### src/rtl/vip_pattern_gen.sv
// Parametrised test-pattern source (SOLID/RAMP/CHECKER/BARS) feeding a FIFO write port.
// Optional start-of-frame marker enabled by defining VIP_PATGEN_SOF_MARKER_EN.
module vip_pattern_gen #(
  parameter int unsigned       DWIDTH      = 24,
  parameter int unsigned       CHANNELS    = 3,
  parameter int unsigned       DIMW        = 11,
  parameter int unsigned       GAP_CYCLES  = 0,
  parameter logic [DWIDTH-1:0] SOLID_VALUE = DWIDTH'(24'h808080)
`ifdef VIP_PATGEN_SOF_MARKER_EN
  ,
  parameter logic [DWIDTH-1:0] MARKER_VALUE = DWIDTH'(24'hFF00FF)
`endif
) (
  input  logic              clock,
  input  logic              reset,
  input  logic              start,
  input  logic              abort,
  input  logic [1:0]        mode,
  input  logic [DIMW-1:0]   width,
  input  logic [DIMW-1:0]   height,
  input  logic [DIMW-1:0]   num_frame,
  input  logic              fifo_full,
  output logic [DWIDTH-1:0] fifo_data,
  output logic              fifo_wrreq,
  output logic              busy,
  output logic              frame_done,
  output logic              run_done
);

  localparam int unsigned CW = DWIDTH / CHANNELS;

  typedef enum logic [2:0] {IDLE, LOAD, RUN, GAP, DONE} state_t;

  state_t            state, state_nxt;
  logic [1:0]        mode_l;
  logic [DIMW-1:0]   width_l, height_l, nframe_l;
  logic [DIMW-1:0]   x, y, f, bar_cnt, bar_len;
  logic [2:0]        bar;
  logic [7:0]        gap_cnt;
  logic              wr, last_x, last_y, last_f, last_bar, zero_dim;
  logic [CW-1:0]     ramp_val;
  logic [DWIDTH-1:0] ramp_word, bar_word, pix;

  assign last_x   = (x == width_l - DIMW'(1));
  assign last_y   = (y == height_l - DIMW'(1));
  assign last_f   = (f == nframe_l - DIMW'(1));
  assign zero_dim = (width_l == '0) || (height_l == '0) || (nframe_l == '0);
  assign bar_len  = ((width_l >> 3) == '0) ? DIMW'(1) : (width_l >> 3);
  assign last_bar = (bar_cnt == bar_len - DIMW'(1));

  assign fifo_wrreq = wr;
  assign busy       = (state != IDLE);
  assign run_done   = (state == DONE) && !abort;

  // State register
  always_ff @(posedge clock) begin
    if (reset) state <= IDLE;
    else       state <= state_nxt;
  end

  // Next-state and write strobe; abort overrides everything
  always_comb begin
    state_nxt = state;
    wr        = 1'b0;
    case (state)
      IDLE: if (start) state_nxt = LOAD;
      LOAD: state_nxt = zero_dim ? DONE : RUN;
      RUN: begin
        wr = !fifo_full;
        if (wr && last_x && last_y)
          state_nxt = last_f ? DONE : ((GAP_CYCLES == 0) ? RUN : GAP);
      end
      GAP:  if (gap_cnt == 8'(GAP_CYCLES - 1)) state_nxt = RUN;
      DONE: state_nxt = IDLE;
      default: state_nxt = IDLE;
    endcase
    if (abort) begin
      state_nxt = IDLE;
      wr        = 1'b0;
    end
  end

  // Latched configuration, pixel/line/frame counters and bar tracking
  always_ff @(posedge clock) begin
    if (reset) begin
      mode_l     <= '0;
      width_l    <= '0;
      height_l   <= '0;
      nframe_l   <= '0;
      x          <= '0;
      y          <= '0;
      f          <= '0;
      bar_cnt    <= '0;
      bar        <= '0;
      gap_cnt    <= '0;
      frame_done <= 1'b0;
    end else begin
      frame_done <= wr && last_x && last_y;
      case (state)
        IDLE: if (start && !abort) begin
          mode_l   <= mode;
          width_l  <= width;
          height_l <= height;
          nframe_l <= num_frame;
        end
        LOAD: begin
          x       <= '0;
          y       <= '0;
          f       <= '0;
          bar_cnt <= '0;
          bar     <= '0;
          gap_cnt <= '0;
        end
        RUN: if (wr) begin
          gap_cnt <= '0;
          if (last_x) begin
            x       <= '0;
            bar     <= '0;
            bar_cnt <= '0;
            if (last_y) begin
              y <= '0;
              if (!last_f) f <= f + DIMW'(1);
            end else begin
              y <= y + DIMW'(1);
            end
          end else begin
            x <= x + DIMW'(1);
            if (last_bar) begin
              bar_cnt <= '0;
              if (bar != 3'd7) bar <= bar + 3'd1;
            end else begin
              bar_cnt <= bar_cnt + DIMW'(1);
            end
          end
        end
        GAP: gap_cnt <= gap_cnt + 8'd1;
        default: ;
      endcase
    end
  end

  assign ramp_val = CW'(x + y + f);

  for (genvar c = 0; c < CHANNELS; c++) begin : g_ch
    assign ramp_word[c*CW +: CW] = ramp_val;
    assign bar_word[c*CW +: CW]  = {CW{bar[c % 3]}};
  end

  // Pixel generator; output forced to zero outside RUN
  always_comb begin
    pix = '0;
    case (mode_l)
      2'd0:    pix = SOLID_VALUE;
      2'd1:    pix = ramp_word;
      2'd2:    pix = {DWIDTH{x[3] ^ y[3]}};
      default: pix = bar_word;
    endcase
`ifdef VIP_PATGEN_SOF_MARKER_EN
    if ((x == '0) && (y == '0)) pix = MARKER_VALUE;
`endif
    fifo_data = (state == RUN) ? pix : '0;
  end

endmodule

### config.mk
export PLATFORM = sky130hd
export DESIGN_NAME = vip_pattern_gen
export DESIGN_NICKNAME = d
export VERILOG_FILES = /design/src/rtl/vip_pattern_gen.sv
export SDC_FILE = /design/constraint.sdc
export NUM_CORES = 1
export LEC_CHECK = 0
export CORE_MARGIN = 2
export CORE_UTILIZATION = 57
export CTS_CLUSTER_DIAMETER = 50
export CTS_CLUSTER_SIZE = 10
export DETAILED_ROUTE_END_ITERATION = 8
export GPL_TIMING_DRIVEN = 0
export PLACE_DENSITY_LB_ADDON = 0.25
export SKIP_LAST_GASP = 1
export SLEW_MARGIN = 25
export SYNTH_ARGS = -nofsm -noshare
export SYNTH_HDL_FRONTEND = slang
export SYNTH_SLANG_ARGS = --single-unit
### constraint.sdc
create_clock -name clock -period 3.8 [get_ports clock]
set_input_delay 0.76 -clock clock [delete_from_list [all_inputs] [get_ports clock]]
set_output_delay 0.76 -clock clock [all_outputs]
set_load 0.1 [all_outputs]
**Signal wires on met3**

Bar = 20 microns.
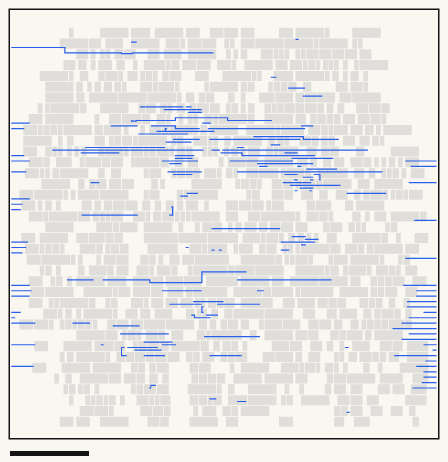
The wires run mostly horizontal. The layer carries 1030 microns of wire. 107 nets have wire on it. The layer holds 6.4% of the routed length.

**Logic cells by family**

Bar = 20 microns.
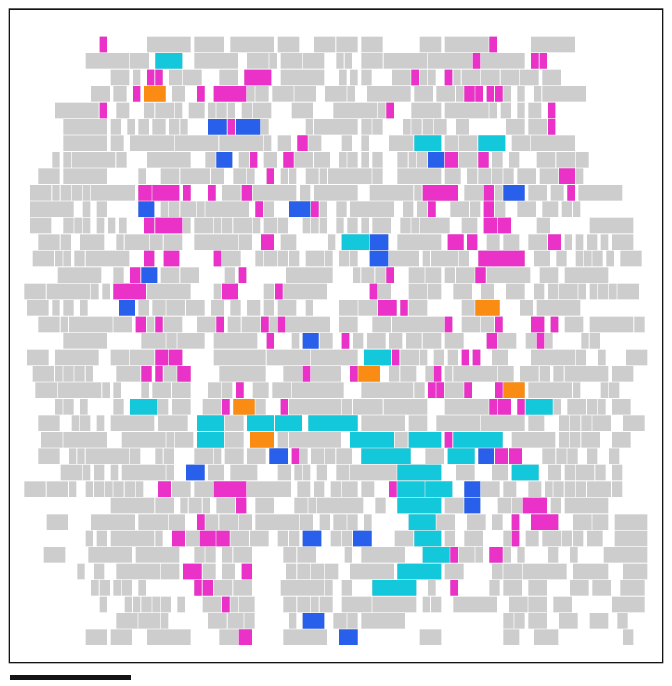
Key: orange = mux cells [cells 6]; blue = non-inverting ao/oa cells [cells 21]; cyan = fa/ha/maj cells [cells 27]; magenta = nor cells [cells 122]

**Layout detail**

Bar = 10 microns. Window x 61 to 101, y 7 to 47 microns. Cells in gray, sequential cells in the stronger gray; small squares are vias.
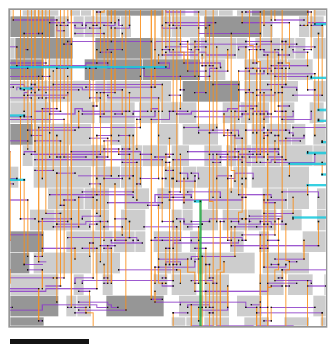
Key: purple = M1; orange = M2; cyan = M3; green = M4
Sequential cells in the window: 11. Most frequent: a21oi_2 (15), nor2_1 (12), a21oi_1 (12). 133 logic cells have their middle in the window. Netlist names of flops here include x (5), bar (3), f (2).

**Routing congestion**

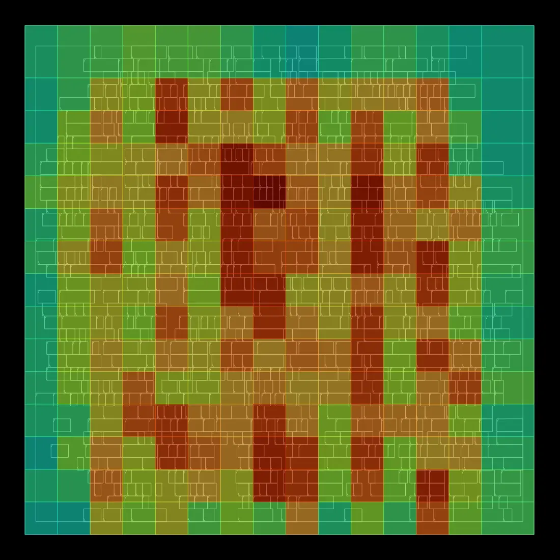
met2 Use GR: 0.506
overall track demand over capacity in global routing: 0.284
GR met1 Demand/Resource: 0.350
Layout Utilization: 0.707
layer with the highest usage after global routing: met2

**The metal 1 layer**

Bar = 20 microns. Supply wires on this layer in gray.
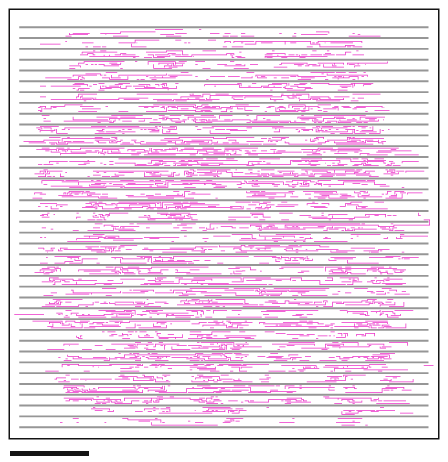
851 nets have wire on it. The longest straight run is 37.7 microns. The layer carries 6620 microns of wire.

==> results.ini <==
[route]
total_via_count_in_the_routed_design = 5983
drt-met1-wl_microns = 6620
length_of_routed_met2_wiring_microns = 8070
drt_iter0_markers = 422
met3_length_microns = 1030
wl_per_cell_microns = 16.0
route.antenna.remaining_nets = 0
avgViaCountPerCell = 5.95
wl_microns = 16000

[pwr]
power.share.combinational = 0.214
comb_cell_power_mw = 0.445
powerClk_mw = 0.598
power.largest_group = sequential cells
share_clk_of_total_power = 0.288
power.share.sequential = 0.497
power_switching_share = 0.312
power.leakage_nw = 2.69

[grt]
grt_start_max_net_pins = 16
first_global_vias = 5548
grt_first_pass_wirelength_microns = 26200

[clocking]
cts_setup_buffers = 2
cts_num_sinks = 94
cts_buffer_depth = 2
postCtsResizedCells = 126
clk_pin_slew_worst_paths_ps = 90
clock_tree_from_tritoncts = yes

[setup_path]
cpMaxStageDelayCell = fa_1
reg2regPathDepth = 12
path_buffers = 1
worst_setup_path_endpoint = fifo_data[15]
timing.critical_path.to_type = output pin
timing.critical_path.from_type = flop
r2r_setup_slack_ps = 280
cp_max_fo = 2

[floorplanning]
num_io_pins = 68
row_count = 37
floorplan.die_area_sq_um = 11600
floorplan.die.width_microns = 108

[outcome]
failed_checks = negative setup slack
outcome = complete, but fails checks

[sta]
finalWorstPathRequiredPeriod_ps = 3850
fin_tns_setup_ps = -73.3
timing.final.setup_violations = 3
finalHoldViolCount = 0
post_route_setup_slack_ps = -52.8
rsz_0062_raised_after_global_routing = true
slew_headroom = 0.349

[placed_design]
numPlacedInstances = 983
placed_area_sq_um = 7050
routabilityCongestion = 0.899
hpwlAfterDp_microns = 12000

[synthesis]
synth.cellmix.simpleShare = 0.282
yosys.area_share.xor_xnor = 0.124
synth.avg_cell_area_sq_um = 7.86
syn-num-nets = 847
yosysMostFrequentCell = nand2_1
post_synth_tally_of_flip_flops_with_integrated_enable = 0
yosys.stat.seqShare = 0.307
synth_compound_gate_area_share = 0.166
synthesis.instances = 780
netlist.area_leader.share = 0.307
synth.cells.most_frequent = nand2_1 (98), dfxtp_1 (94), a21oi_1 (88)
yosysChipArea_sq_um = 6130
yosys.cell_types.count = 70
synth.yosys.warnings = 0
synth-cells-yosys = 780
synth_flops = 94
yosys.area.top_type = dfxtp_1

[cells_and_area]
regArea_sq_um = 1910
num-clock-buffers = 10
drive_above_1_share = 0.137
dominant-cell-class = multi-input combinational cells
final_area_sq_um = 7330
comb_area_share = 0.557
seqAreaFraction = 0.261
logic_area_sq_um = 4080
seq_cell_count = 94
layout.non_clock_buffers = 118
final_layout_top_logic_cell = nand2_1
final.signal_inverter_count = 24
antenna_cells = 0

[min_path]
worstHoldPathType = reg -> reg
worst_hold_startpoint = gap_cnt[7]

